### Zoomed window, run 1

Window x 9 to 59, y 76 to 126 um. Cells in gray, sequential cells in the stronger gray; small squares are vias.
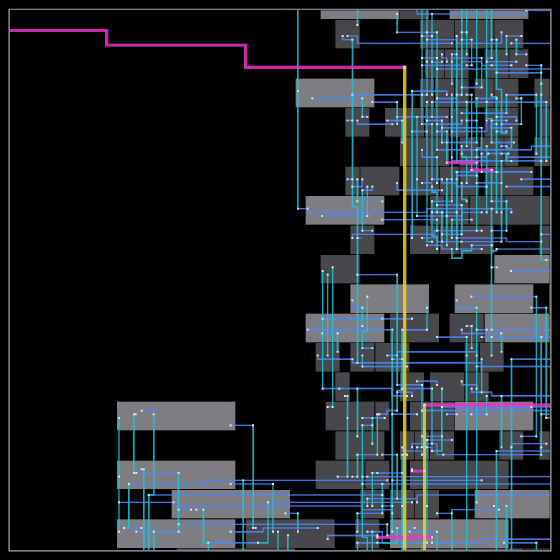
### Selected gate families, run 1

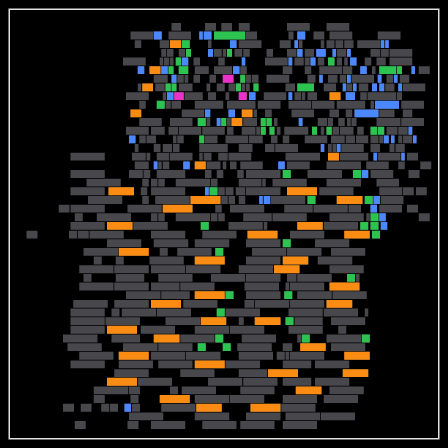
### Floorplan with the power grid, run 1

Pins as bars on the die edge.
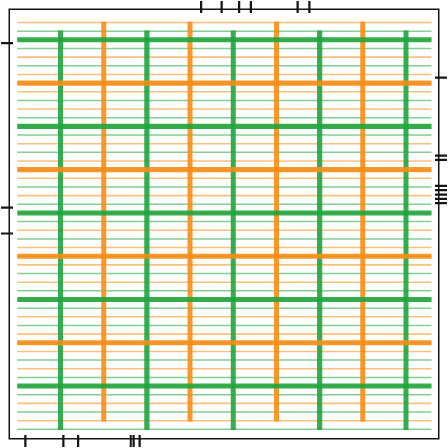
===== src/rtl/app_pkg.sv =====
// app_pkg: shared constants and types for the line-echo application endpoint.
//   CHAR_CR / CHAR_LF   : line terminator handling
//   CHAR_LC_A/CHAR_LC_Z : lowercase ASCII bounds used by the optional
//                         APP_UPPERCASE_EN push-side conversion
//   state_t             : FILL / DRAIN / DRAIN_LF
//   obyte_t             : output holding register (valid + byte)
package app_pkg;

  localparam logic [7:0] CHAR_CR   = 8'h0D;
  localparam logic [7:0] CHAR_LF   = 8'h0A;
  localparam logic [7:0] CHAR_LC_A = 8'h61;
  localparam logic [7:0] CHAR_LC_Z = 8'h7A;

  typedef enum logic [1:0] {
    FILL     = 2'd0,
    DRAIN    = 2'd1,
    DRAIN_LF = 2'd2
  } state_t;

  typedef struct packed {
    logic       vld;
    logic [7:0] data;
  } obyte_t;

  // Lowercase ASCII to uppercase; everything else unchanged.
  function automatic logic [7:0] to_upper(input logic [7:0] b);
    if (b >= CHAR_LC_A && b <= CHAR_LC_Z) return b - 8'h20;
    return b;
  endfunction

endpackage


===== src/rtl/app_fifo.sv =====
// app_fifo: synchronous single-clock FIFO, combinational head (no output reg).
//   clk_i, rstn_i : clock, synchronous active-low reset
//   push, wdata   : write strobe / data (ignored by caller when full)
//   pop, rdata    : read strobe / current head (valid when !empty)
//   full, empty   : status
//   count         : occupancy, clog2(DEPTH)+1 bits
module app_fifo #(
  parameter int DEPTH = 16,
  parameter int W     = 8
) (
  input  logic                     clk_i,
  input  logic                     rstn_i,
  input  logic                     push,
  input  logic [W-1:0]             wdata,
  input  logic                     pop,
  output logic [W-1:0]             rdata,
  output logic                     full,
  output logic                     empty,
  output logic [$clog2(DEPTH):0]   count
);

  localparam int AW = $clog2(DEPTH);
  localparam logic [AW:0] FULL_CNT = (AW+1)'(DEPTH);

  logic [DEPTH-1:0][W-1:0] mem;
  logic [AW-1:0]           wptr, rptr;

  assign rdata = mem[rptr];
  assign full  = (count == FULL_CNT);
  assign empty = (count == '0);

  always_ff @(posedge clk_i) begin
    if (push) mem[wptr] <= wdata;
  end

  // Pointers are exactly AW bits so they wrap naturally at DEPTH.
  always_ff @(posedge clk_i) begin
    if (!rstn_i) begin
      wptr  <= '0;
      rptr  <= '0;
      count <= '0;
    end else begin
      if (push) wptr <= wptr + 1'b1;
      if (pop)  rptr <= rptr + 1'b1;
      case ({push, pop})
        2'b10:   count <= count + 1'b1;
        2'b01:   count <= count - 1'b1;
        default: count <= count;
      endcase
    end
  end

endmodule


===== src/rtl/app_line_echo.sv =====
// app_line_echo: application endpoint of the usb_cdc byte stream.
// Collects host bytes into a line buffer, then echoes the line back when a CR
// arrives (followed by an appended LF) or when the buffer fills (no LF).
// Build option: APP_UPPERCASE_EN converts a..z to A..Z at buffer push.
//   clk_i, rstn_i           : 12 MHz app clock, synchronous active-low reset
//   out_data_i/valid_i/ready_o : host->device stream (this block is sink)
//   in_data_o/valid_o/ready_i  : device->host stream (this block is source)
//   sleep_o                 : registered idle indication after IDLE_CYCLES
module app_line_echo
  import app_pkg::*;
#(
  parameter int DEPTH       = 16,
  parameter int IDLE_CYCLES = 1200000
) (
  input  logic       clk_i,
  input  logic       rstn_i,
  input  logic [7:0] out_data_i,
  input  logic       out_valid_i,
  output logic       out_ready_o,
  output logic [7:0] in_data_o,
  output logic       in_valid_o,
  input  logic       in_ready_i,
  output logic       sleep_o
);

  localparam int AW = $clog2(DEPTH);
  localparam int IW = $clog2(IDLE_CYCLES + 1);
  localparam logic [AW:0]   LAST_CNT = (AW+1)'(DEPTH - 1);
  localparam logic [IW-1:0] IDLE_MAX = IW'(IDLE_CYCLES);

  state_t        state, state_nxt;
  logic          lf_pend, lf_pend_nxt;
  obyte_t        ob, ob_nxt;
  logic [IW-1:0] idle_cnt, idle_nxt;

  logic          push, pop, full, empty;
  logic [7:0]    wdata, head;
  logic [AW:0]   count;
  logic          out_xfer, in_xfer, ob_free, idle_clr;

  app_fifo #(.DEPTH(DEPTH), .W(8)) u_fifo (
    .clk_i (clk_i),
    .rstn_i(rstn_i),
    .push  (push),
    .wdata (wdata),
    .pop   (pop),
    .rdata (head),
    .full  (full),
    .empty (empty),
    .count (count)
  );

`ifdef APP_UPPERCASE_EN
  assign wdata = to_upper(out_data_i);
`else
  assign wdata = out_data_i;
`endif

  assign out_ready_o = (state == FILL) && !full;
  assign in_valid_o  = ob.vld;
  assign in_data_o   = ob.data;
  assign out_xfer    = out_valid_i && out_ready_o;
  assign in_xfer     = ob.vld && in_ready_i;
  // Holding register can take a new byte this edge (empty or draining now).
  assign ob_free     = !ob.vld || in_ready_i;

  always_comb begin
    state_nxt   = state;
    lf_pend_nxt = lf_pend;
    ob_nxt      = ob;
    push        = 1'b0;
    pop         = 1'b0;
    if (in_xfer) ob_nxt.vld = 1'b0;
    case (state)
      FILL: begin
        // A pending LF may still sit in ob here; FILL keeps accepting.
        if (out_xfer) begin
          push = 1'b1;
          if (out_data_i == CHAR_CR || count == LAST_CNT) begin
            state_nxt   = DRAIN;
            lf_pend_nxt = (out_data_i == CHAR_CR);
          end
        end
      end
      DRAIN: begin
        if (ob_free) begin
          if (!empty) begin
            pop    = 1'b1;
            ob_nxt = '{vld: 1'b1, data: head};
          end else begin
            state_nxt = lf_pend ? DRAIN_LF : FILL;
          end
        end
      end
      DRAIN_LF: begin
        if (ob_free) begin
          ob_nxt      = '{vld: 1'b1, data: CHAR_LF};
          lf_pend_nxt = 1'b0;
          state_nxt   = FILL;
        end
      end
      default: state_nxt = FILL;
    endcase
  end

  // Idle tracking: anything in flight or buffered holds the counter at zero.
  assign idle_clr = out_xfer || in_xfer || ob.vld || (state != FILL) || !empty;
  assign idle_nxt = idle_clr ? '0 :
                    (idle_cnt == IDLE_MAX) ? idle_cnt : idle_cnt + 1'b1;

  always_ff @(posedge clk_i) begin
    if (!rstn_i) begin
      state    <= FILL;
      lf_pend  <= 1'b0;
      ob       <= '0;
      idle_cnt <= '0;
      sleep_o  <= 1'b0;
    end else begin
      state    <= state_nxt;
      lf_pend  <= lf_pend_nxt;
      ob       <= ob_nxt;
      idle_cnt <= idle_nxt;
      sleep_o  <= (idle_nxt == IDLE_MAX);
    end
  end

endmodule

===== config.mk =====
export PLATFORM = sky130hd
export DESIGN_NAME = app_line_echo
export DESIGN_NICKNAME = d
export VERILOG_FILES = /design/src/rtl/app_pkg.sv /design/src/rtl/app_fifo.sv /design/src/rtl/app_line_echo.sv
export SDC_FILE = /design/constraint.sdc
export NUM_CORES = 1
export LEC_CHECK = 0
export CORE_MARGIN = 2
export CORE_UTILIZATION = 45
export DETAILED_ROUTE_END_ITERATION = 12
export PLACE_DENSITY = 0.69
export SLEW_MARGIN = 5
export SYNTH_ARGS = -nofsm -noshare
export SYNTH_HDL_FRONTEND = slang
export SYNTH_HIERARCHICAL = 1
export SYNTH_SLANG_ARGS = --single-unit
export TNS_END_PERCENT = 100

===== constraint.sdc =====
create_clock -name clk_i -period 3.8 [get_ports clk_i]
set_clock_uncertainty 0.05 [all_clocks]
set_input_delay 1.14 -clock clk_i [delete_from_list [all_inputs] [get_ports clk_i]]
set_output_delay 1.14 -clock clk_i [all_outputs]
set_load 0.01 [all_outputs]

==> results.toml, run 1 <==
# generated from flow reports
[run_status]
status = "finished, final reports clean"

[sta]
max_slew_margin_pct = 42.7
tns_ns = 0
fin_crit_ns = 3.23
hold_viol = 0
fmax_mhz = 309
finalSetupViolCount = 0
fin_crit_sh_pct = 85.1
max_slew.worst_pin.slew_ns = 0.859
hold_slack_ns = 0.451

[worst_setup_path]
critPathKind = "flop to output port"
crit_start = "u_fifo/count[1]$_SDFFE_PN0P_"
crit_end = "out_ready_o"
r2r_cells = 12
arrival_ns = 2.04
startpoint_type = "flop"
rr_endpoint = "u_fifo/count[2]$_SDFFE_PN0P_"

[logic_synthesis]
syn_area_per_cell_um2 = 14.8
synth_cell_types = 54
syn_area_mm2 = 0.00766
seq_area_frac_synth_pct = 62.4
ys_cells = 517
ys_ff = 175
synth_cells = 517
ys_area_mm2 = 0.00766
edf_count = 128

[pwr]
p_per_area_mw_per_mm2 = 453
power_leakage_nw = 2.92
finalPower_mw = 3.97

[routing]
drt_iter0_drc = 427
wire_per_inst_um = 18.8
drt_pass1_iterations = 5
routed_via_density = 5.57
antenna_left = 0

[clocking]
clkLatencyLatePin_ns = 0.43
cts_hold_buf = 0
cts-buffers-inserted = 17
cts.sinks = 175
htreeDepth = 4
cts_tree = "yes"
ctsLongestPathBuffers = 2
cts_setup_buffers = 0
clkTransAtPathRegs_ns = 0.07

[global_route]
grt_overflow_total = 0
grtUsageTotal_pct = 17.4
antenna_found_initial = 0

[cells_and_area]
final_cell_mix = "128 x edfxtp_1, 46 x dfxtp_1, 29 x nor2_1, 29 x nand2_1, 28 x and2_1"
final_util_pct = 52.6
finalNetCount = 583
drive_above_1_share_pct = 13.3

[flow_run]
warnings = 34

[min_path]
hp-start = "lf_pend$_SDFFE_PN0P_"

[die]
ios = 23
fp_util_pct = 46.0
fp.dieArea_mm2 = 0.0181

[place]
numPortBuffers = 22
place_hpwl_um = 9740
Back to the opening pictures, 'Zoomed window':
Key: M3 = magenta; M4 = yellow; M2 = cyan; M1 = blue
Most frequent: and2_1 (9), dfxtp_1 (8). Sequential cells in the window: 14. 80 logic cells have their middle in the window. Netlist names of flops here include u_fifo/mem (6), u_fifo/wptr (4), u_fifo/count (3).

Back to the opening pictures, 'Selected gate families':
Key: mux cells = orange [cells 41]; aoi and oai cells = green [cells 50]; non-inverting ao/oa cells = magenta [cells 3]; nor cells = blue [cells 64]

Back to the opening pictures, 'Floorplan with the power grid':
Key: VDD = orange; VSS = green
9 straps on met5. 48 met1 rails follow the rows.
DIE WIDTH: 134 um
maximum VDD drop: 342 uV
Core ar.: 0.0166 mm2

## run 1: kinds of logic after synthesis
logic type                 Yosys count  share of synthesized area (%)
adders and majority gates           14                           2.29
and+or+nand+nor                    174                           13.1
xor gates and xnor gates            28                           3.20
AOI/OAI and AO/OA                   53                           5.08
buffers and inverters               32                           2.50
muxes                               41                           11.4
DFF                                175                           62.4
## run 1: through the flow
step | cells | setup WS (ns) | cell area (um2)
finish | 790 | 0.568 | 8750
global route | 790 | 0.303 | 8750
CTS | 790 | 0.550 | 8750
detailed placement | 758 | 0.170 | 8150
global placement | 758 | 0.240 | 8150
floorplan | 517 | 0.611 | 7660
## run 1: synth_stat cells, types with 6 or more instances
cell type    n  area share, %
inv_1       14           0.69
dfxtp_1     47             12
o21ai_0      7           0.46
clkbuf_1     6           0.29
mux4_1      16            5.5
nand3_1     12           0.78
mux2i_1      9            1.2
xor2_1      12            1.4
a22oi_1     22            2.2
nor2_1      29            1.4
xnor2_1     16            1.8
ha_1        14            2.3
nor2b_1     16            1.3
and3_1       8           0.65
nor3_1       8           0.52
nand4_1      9           0.73
and2_1      28            2.3
mux4_2      16            4.7
nand2_1     29            1.4
edfxtp_1   128             50
a21oi_1      9           0.59
## run 1: per-layer routing
layer | wire, um | global-route usage [%] | vias to the layer above
met4 | 232 | 5.85 | 0
met1 | 6630 | 22.9 | 2227
met3 | 518 | 3.45 | 18
met5 | 0 | 0 | -
li1 | - | - | 2067
met2 | 7460 | 29.2 | 86
## run 1: critical path: stages, from the launching register on
cell	delay [ns]
dfxtp_1	0.39
or3_1	0.42
nor3b_1	0.25
nor2_1	0.08
clkdlybuf4s50_1	0.48
## run 1: state kept, by name, summed over array words and instances, names as in the netlist
name          cells
u_fifo/mem      128
lf_pend           1
u_fifo/rptr       4
in_data_o         8
u_fifo/wptr       4
idle_cnt         21
in_valid_o        1
state             2
sleep_o           1
u_fifo/count      5
## run 1: power by group
part           total (mW)  internal, mW  switching (mW)
combinational       0.155        0.0636          0.0910
clock                1.72         0.937           0.786
sequential           2.09          2.07          0.0163
## run 1: how the worst min path moves through the flow
stage | depth (start not counted) | slack (ns) | end
detailed placement | 2 | 0.43 | lf_pend$_SDFFE_PN0P_
CTS | 2 | 0.45 | lf_pend$_SDFFE_PN0P_
finish | 2 | 0.45 | lf_pend$_SDFFE_PN0P_
floorplan | 2 | 0.41 | lf_pend$_SDFFE_PN0P_
global route | 2 | 0.50 | lf_pend$_SDFFE_PN0P_
global placement | 2 | 0.43 | lf_pend$_SDFFE_PN0P_
## run 1: final cells by class
class | instances | area [um2] | share of cell area, %
flip-flops and latches | 175 | 4790 | 54.7
multi-input cells | 310 | 2690 | 30.7
clock buffers | 17 | 425 | 4.86
repair buffers | 39 | 348 | 3.98
well taps | 220 | 275 | 3.15
clock inverters | 15 | 173 | 1.97
inverters | 14 | 52.6 | 0.601
==> inputs of run 2 (changes only) <==
--- a/config.mk
+++ b/config.mk
@@ -5,8 +5,9 @@
 export SDC_FILE = /design/constraint.sdc
 export NUM_CORES = 1
 export LEC_CHECK = 0
-export CORE_MARGIN = 2
+export CORE_MARGIN = 3
 export CORE_UTILIZATION = 45
+export CTS_CLUSTER_SIZE = 24
 export DETAILED_ROUTE_END_ITERATION = 12
 export PLACE_DENSITY = 0.69
 export SLEW_MARGIN = 5
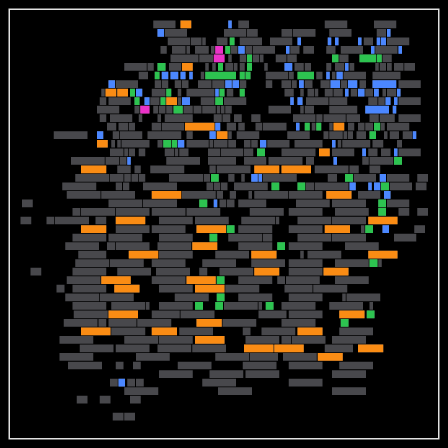
*Selected gate families, run 2*
Key: aoi and oai cells = green [cells 50]; nor cells = blue [cells 64]; mux cells = orange [cells 41]; non-inverting ao/oa cells = magenta [cells 3]
combinational share of cell area: 30.8%
filler-free cell count of the finished design: 791
Top cell excl fill/tap: edfxtp_1

==> results.toml, run 2 <==
# generated from flow reports
[run_status]
status = "finished, final reports clean"

[die]
fp.dieArea_mm2 = 0.0186
die_y_um = 136
die.size.x_um = 136
core_mm2 = 0.0166
ios = 23
fp_util_pct = 46.0

[pwr]
p_clk_share_pct = 42.9
finalPower_mw = 3.93
p_per_area_mw_per_mm2 = 450
vdd.ir_drop.worst_uv = 301
power_leakage_nw = 2.91
p_seq_share_pct = 53.2
p_sw_share_pct = 22.1
p_sw_mw = 0.867
p_comb_share_pct = 3.9

[logic_synthesis]
seq_area_frac_synth_pct = 62.4
synth_cells = 517
synthTopCellsByCount = "128 x edfxtp_1, 47 x dfxtp_1, 29 x nand2_1, 29 x nor2_1, 28 x and2_1"
yosysMostFrequentCell = "edfxtp_1"
synth_cell_types = 54
edf_count = 128
yosysTopAreaCellShare_pct = 50.2
top_cells_by_area = "edfxtp_1 50%, dfxtp_1 12%, mux4_1 5.5%"
syn_area_mm2 = 0.00766
syn_area_per_cell_um2 = 14.8
synth_nets = 543
ys_ff = 175
ys_cells = 517
top_area_cell = "edfxtp_1"
ys_area_mm2 = 0.00766

[global_route]
antenna_found_initial = 0
grt_overflow_total = 0
grtUsageTotal_pct = 17.4

[worst_setup_path]
crit_family = "simple AND/OR/NAND/NOR gates"
cp-end-kind = "output port"
path_cells = "or3_1 -> nor3b_1 -> nor2_1 -> clkdlybuf4s50_1"
critPathBufInv = 1
critPathKind = "flop to output port"
slowest_delay_ns = 0.48
critPathSlowestCell = "clkdlybuf4s50_1"
crit_required_ns = 2.61
arrival_ns = 2.08
startpoint_type = "flop"

[clocking]
cts.sinks = 175
clkTransAtPathRegs_ns = 0.06
cts_hold_buf = 0
htreeDepth = 4
cts_tree = "yes"
cts_setup_buffers = 0
cts-buffers-inserted = 17
ctsLongestPathBuffers = 2
clkLatencyLatePin_ns = 0.43

[min_path]
hold_class = "flop to flop"

[routing]
routed_via_density = 5.55
drt_iter0_drc = 449
drt_pass1_iterations = 4
antenna_left = 0
wire_per_inst_um = 19.1

[cells_and_area]
largest_reg_flops = 128
max_flop_register = "u_fifo/mem"
finalNetCount = 584
drive_above_1_share_pct = 13.1
final_cell_mix = "128 x edfxtp_1, 46 x dfxtp_1, 29 x nor2_1, 29 x nand2_1, 28 x and2_1"

[flow_run]
warnings = 34
max-cap-violations = 0

[sta]
finalSetupViolCount = 0
tns_ns = 0
fin_crit_sh_pct = 86.1
max_slew_margin_pct = 52.1
hold_slack_ns = 0.464
hold_viol = 0
max_slew.worst_pin.slew_ns = 0.719
fin_crit_ns = 3.27
fmax_mhz = 306

[place]
numPortBuffers = 22
place_hpwl_um = 10200
==> run 2: netlist changes by cell type in the layout (fill, tap and decap cells not counted), sizes merged <==
cell and change:
inv +1, buf +1, clkinv -2, clkbuf +1
==> run 2: worst paths after layout <==
kind,startpoint,to,cells after the start
min reg2reg,lf_pend$_SDFFE_PN0P_,lf_pend$_SDFFE_PN0P_,2
max,u_fifo/count[1]$_SDFFE_PN0P_,out_ready_o,4
max reg2reg,u_fifo/count[1]$_SDFFE_PN0P_,u_fifo/count[4]$_SDFFE_PN0P_,11
min,lf_pend$_SDFFE_PN0P_,lf_pend$_SDFFE_PN0P_,2
==> run 2: layout make-up <==
type / count / area (um2)
fillers: 1333 / 7910
clock inverters: 14 / 150
multi-input cells: 310 / 2690
well taps: 220 / 275
clock buffers: 18 / 429
inverters: 14 / 52.6
flip-flops and latches: 175 / 4790
repair buffers: 40 / 355
==> run 2: metal layers <==
metal  routed length, um  vias up  GRT usage [%]
li1                    -     2063              -
met1                6700     2207           23.7
met2                7510      108           27.9
met3                 707       16           4.15
met4                 165        0           4.87
met5                   0        -              0
==> run 2: power by group through the flow <==
stage	clock (mW)	sequential, mW	combinational, mW
finish	1.69	2.09	0.153
global route	1.80	2.09	0.172
CTS	1.72	2.09	0.154
detailed placement	0	2.13	0.154
global placement	0	2.13	0.149
floorplan	0	2.12	0.0837
==> run 2: cell families after synthesis <==
kind of cell / synth area share [%]
AOI/OAI and AO/OA: 5.08
xor gates and xnor gates: 3.20
adders and majority gates: 2.29
buffers and inverters: 2.50
DFF: 62.4
muxes: 11.4
and+or+nand+nor: 13.1
==> run 2: through the flow <==
step	worst slack (ns)	util (%)	std cells	cell area, um2
floorplan	0.611	-	517	7660
global placement	0.362	49.0	759	8160
detailed placement	0.302	49.0	759	8160
CTS	0.518	52.5	791	8730
global route	0.453	52.5	791	8730
finish	0.527	52.5	791	8730
==> run 2: worst min-delay path, stage by stage, from the launching register on <==
cell	delay, ns
dfxtp_1	0.32
o21ai_0	0.07
a21boi_0	0.07
Power figures rest on the tool's default switching activity, not on a simulated workload.
